--- src/rtl/buzzer_pattern_driver.sv ---
// Two-channel buzzer pattern driver: per-channel on/off envelopes from obstacle levels, gated by a shared tone.
// Optional mute input when BUZZ_MUTE_EN is defined.
module buzzer_pattern_driver #(
  parameter int unsigned TONE_DIV = 12500,
  parameter int unsigned BEAT_DIV = 1250000
) (
  input  logic       clk,
  input  logic       rst_n,
  input  logic       ena,
  input  logic [1:0] left_buzz,
  input  logic [1:0] right_buzz,
`ifdef BUZZ_MUTE_EN
  input  logic       mute,
`endif
  output logic       left_tone,
  output logic       right_tone,
  output logic       left_active,
  output logic       right_active
);

  localparam int TW = $clog2(TONE_DIV);
  localparam int BW = $clog2(BEAT_DIV);
  localparam logic [TW-1:0] TONE_LAST = TW'(TONE_DIV - 1);
  localparam logic [BW-1:0] BEAT_LAST = BW'(BEAT_DIV - 1);

  logic [1:0]        rstSync_q;
  logic              run;
  logic              runEna;
  logic              muteEff;

  logic [BW-1:0]     beatCnt_q, beatCnt_d;
  logic [TW-1:0]     toneCnt_q, toneCnt_d;
  logic              toneSq_q, toneSq_d;
  logic              tick;

  logic [1:0]        buzzIn;
  logic [1:0][1:0]   buzzLvl;
  logic [1:0][1:0]   lvl_q, lvl_d;
  logic [1:0][2:0]   phase_q, phase_d;
  logic [1:0]        active_q, active_d;
  logic [1:0]        tone_q, tone_d;

  assign buzzIn  = 2'b00;
  assign buzzLvl = {right_buzz, left_buzz};

`ifdef BUZZ_MUTE_EN
  assign muteEff = mute;
`else
  assign muteEff = 1'b0;
`endif

  // Release of rst_n is retimed through two flops; logic runs once the second one is set.
  always_ff @(posedge clk or negedge rst_n) begin
    if (!rst_n) begin
      rstSync_q <= 2'b00;
    end else begin
      rstSync_q <= {rstSync_q[0], 1'b1};
    end
  end

  assign run    = rstSync_q[1];
  assign runEna = run & ena;

  always_comb begin
    beatCnt_d = '0;
    toneCnt_d = '0;
    toneSq_d  = 1'b0;
    tick      = 1'b0;
    if (runEna) begin
      tick      = (beatCnt_q == BEAT_LAST);
      beatCnt_d = tick ? '0 : beatCnt_q + BW'(1);
      if (toneCnt_q == TONE_LAST) begin
        toneCnt_d = '0;
        toneSq_d  = ~toneSq_q;
      end else begin
        toneCnt_d = toneCnt_q + TW'(1);
        toneSq_d  = toneSq_q;
      end
    end
  end

  function automatic logic envelope(input logic [1:0] lvl, input logic [2:0] ph);
    logic on;
    case (lvl)
      2'd0:    on = 1'b0;
      2'd1:    on = ~ph[2];
      2'd2:    on = ~ph[0];
      default: on = 1'b1;
    endcase
    return on;
  endfunction

  // A level change restarts the pattern and wins over a coincident tick.
  always_comb begin
    lvl_d   = lvl_q;
    phase_d = phase_q;
    for (int ch = 0; ch < 2; ch++) begin
      if (run) begin
        if (buzzLvl[ch] != lvl_q[ch]) begin
          lvl_d[ch]   = buzzLvl[ch];
          phase_d[ch] = 3'd0;
        end else if (!ena) begin
          phase_d[ch] = 3'd0;
        end else if (tick) begin
          phase_d[ch] = phase_q[ch] + 3'd1;
        end
      end
    end
  end

  always_comb begin
    active_d = 2'b00;
    tone_d   = 2'b00;
    for (int ch = 0; ch < 2; ch++) begin
      active_d[ch] = runEna & envelope(lvl_q[ch], phase_q[ch]);
      tone_d[ch]   = active_d[ch] & toneSq_q & ~muteEff;
    end
  end

  always_ff @(posedge clk or negedge rst_n) begin
    if (!rst_n) begin
      beatCnt_q <= '0;
      toneCnt_q <= '0;
      toneSq_q  <= 1'b0;
      lvl_q     <= '0;
      phase_q   <= '0;
      active_q  <= 2'b00;
      tone_q    <= 2'b00;
    end else begin
      beatCnt_q <= beatCnt_d;
      toneCnt_q <= toneCnt_d;
      toneSq_q  <= toneSq_d;
      lvl_q     <= lvl_d;
      phase_q   <= phase_d;
      active_q  <= active_d;
      tone_q    <= tone_d | buzzIn;
    end
  end

  assign left_active  = active_q[0];
  assign right_active = active_q[1];
  assign left_tone    = tone_q[0];
  assign right_tone   = tone_q[1];

endmodule

--- config.mk ---
export PLATFORM = sky130hd
export DESIGN_NAME = buzzer_pattern_driver
export DESIGN_NICKNAME = d
export VERILOG_FILES = /design/src/rtl/buzzer_pattern_driver.sv
export SDC_FILE = /design/constraint.sdc
export NUM_CORES = 1
export LEC_CHECK = 0
export ABC_AREA = 1
export CAP_MARGIN = 20
export CORE_AREA = 2 2 75 77
export DETAILED_ROUTE_END_ITERATION = 10
export DIE_AREA = 0 0 77 79
export PLACE_DENSITY = 0.71
export SYNTH_ARGS = -nofsm -noshare
export SYNTH_HDL_FRONTEND = slang
export SYNTH_SLANG_ARGS = --single-unit
export TNS_END_PERCENT = 5
--- constraint.sdc ---
create_clock -name clk -period 1.4 [get_ports clk]
set_input_delay 0.14 -clock clk [delete_from_list [all_inputs] [get_ports clk]]
set_output_delay 0.14 -clock clk [all_outputs]
set_load 0.01 [all_outputs]
### Cell placement

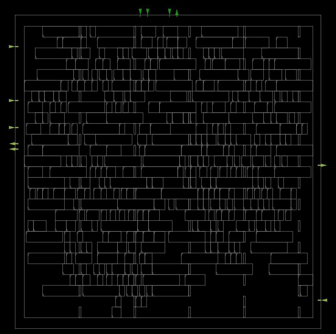
TAP cells: 72
registers: 52

### Pin map

(6 px per um) Pins as bars across the die edge, other pins in gray.
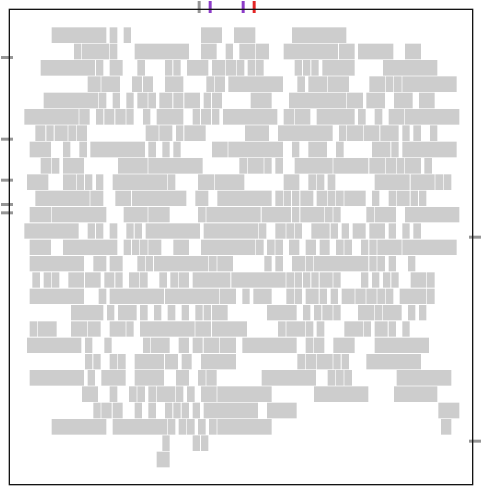
| color | port | pins | direction | edge |
|---|---|---|---|---|
| red | right_active | 1 | output | top |
| purple | right_buzz | 2 | input | top |
PortBufs: 10
Die X-Extent: 77 um
Die Y: 79 um

==> flow_summary.yaml <==
# implementation run metrics
route:
  wl_met2_mm: 2.76
  drt-met1-wl_mm: 2.64
  ant_nets: 0
  num_vias: 2312
  first_pass_iters: 4
  top_layer_used: "met4"
  vias_per_cell: 4.88
pwr:
  powerComb_mw: 0.211
  max-vdd-ir-drop_mv: 0.528
  cellLeakagePower_nw: 1.62
  power-top-group: "sequential cells"
  finalPower_mw: 2.67
  internal_power_mw: 2.06
  p_seq_mw: 1.55
  p_clk_share_pct: 34.2
  power_switching_share_pct: 22.9
  clock_power_mw: 0.913
  combinationalPowerShare_pct: 7.9
  p_sw_mw: 0.613
  seq_power_share_pct: 58.0
global_routing:
  global_route.usage.met1_pct: 24.9
  met3_usage_pct: 4.09
  grt_usage_pct: 19.5
  grt_use_met2_pct: 33.2
  grt_pass1_wl_mm: 9.52
  antenna_found_initial: 0
finish:
  reg_top3: "beatCnt_q: 21 flops, toneCnt_q: 14 flops, phase_q: 6 flops"
  fin_cells: 474
  postLayoutCoreUtil_pct: 64.1
  final_cell_area_sq_um: 3420
  sh_seq_area_pct: 38.1
  fillerInstances: 505
  clk_share_pct: 2.82
  regMostFlops: "beatCnt_q"
  n_all_inverters: 41
  n_antenna_cell: 0
  syn2layout_area_growth_pct: 25.1
clock_tree:
  path_clk_slew_ns: 0.09
  cts_max_level: 2
  post-cts-setup-buffer-count: 0
  clock-sinks: 52
  cts_tree: "yes"
synth:
  adder_share_pct: 1.83
  netlist_instances: 350
  syn_area_sq_um: 2730
  avgSynthCellArea_sq_um: 7.81
  synth-async-reset-ratio_pct: 100
  ys_sh_xor_pct: 5.45
  synth_nets: 361
  synthMuxAreaShare_pct: 0
  yosys_area_sq_um: 2730
  yosysUniqueCellTypes: 29
  ys.flop_type: "dfrtp_1"
  synth-compound-area-share_pct: 2.56
run_status:
  outcome: "finished, violations left"
  violations: "setup timing"
place:
  dp_hpwl_mm: 4.06
  finalWeightedCongestion: 0.876
  dp_cells: 460
final_timing:
  setup-violations-final: 6
  finalWorstSetupSlack_ns: -0.0914
  rsz0062_at_grt: "yes"
  period_needed_ns: 1.49
  slew_viol_final: 0
setup_path:
  cp_max_fo: 3
  worst_setup_path_start_kind: "flop"
  critPathBufInv: 1
  cp-startpoint: "toneCnt_q[0]$_DFF_PN0_"
  slowest_delay_ns: 0.36
  critPathCapture: "toneCnt_q[12]$_DFF_PN0_"
  r2r_end: "toneCnt_q[12]$_DFF_PN0_"
  critical_path_class: "flop to flop"
  crit_family: "simple AND/OR/NAND/NOR gates"
run:
  warnings: 28
### I/O nets highlighted

(4 px per um)
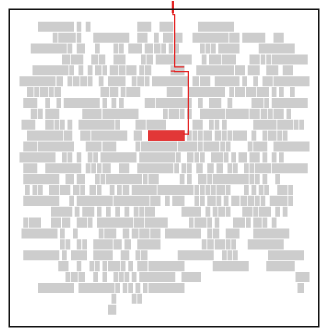
| color | port | direction | end cells | buffers | wire |
|---|---|---|---|---|---|
| red | right_active | output | 1 | 1 | 38.0 um |
num ports: 11

### Metal layers overlaid

(6 px per um) Only two layers are drawn.
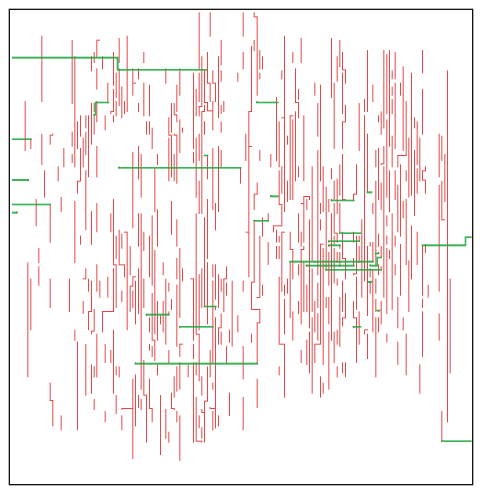
| color | layer | wire length |
|---|---|---|
| red | met2 | 2760 um |
| green | met3 | 175 um |
total wire length: 5.64 mm
WL per Instance: 11.9 um

No activity file was given, so power comes from the tool's default toggle rates.
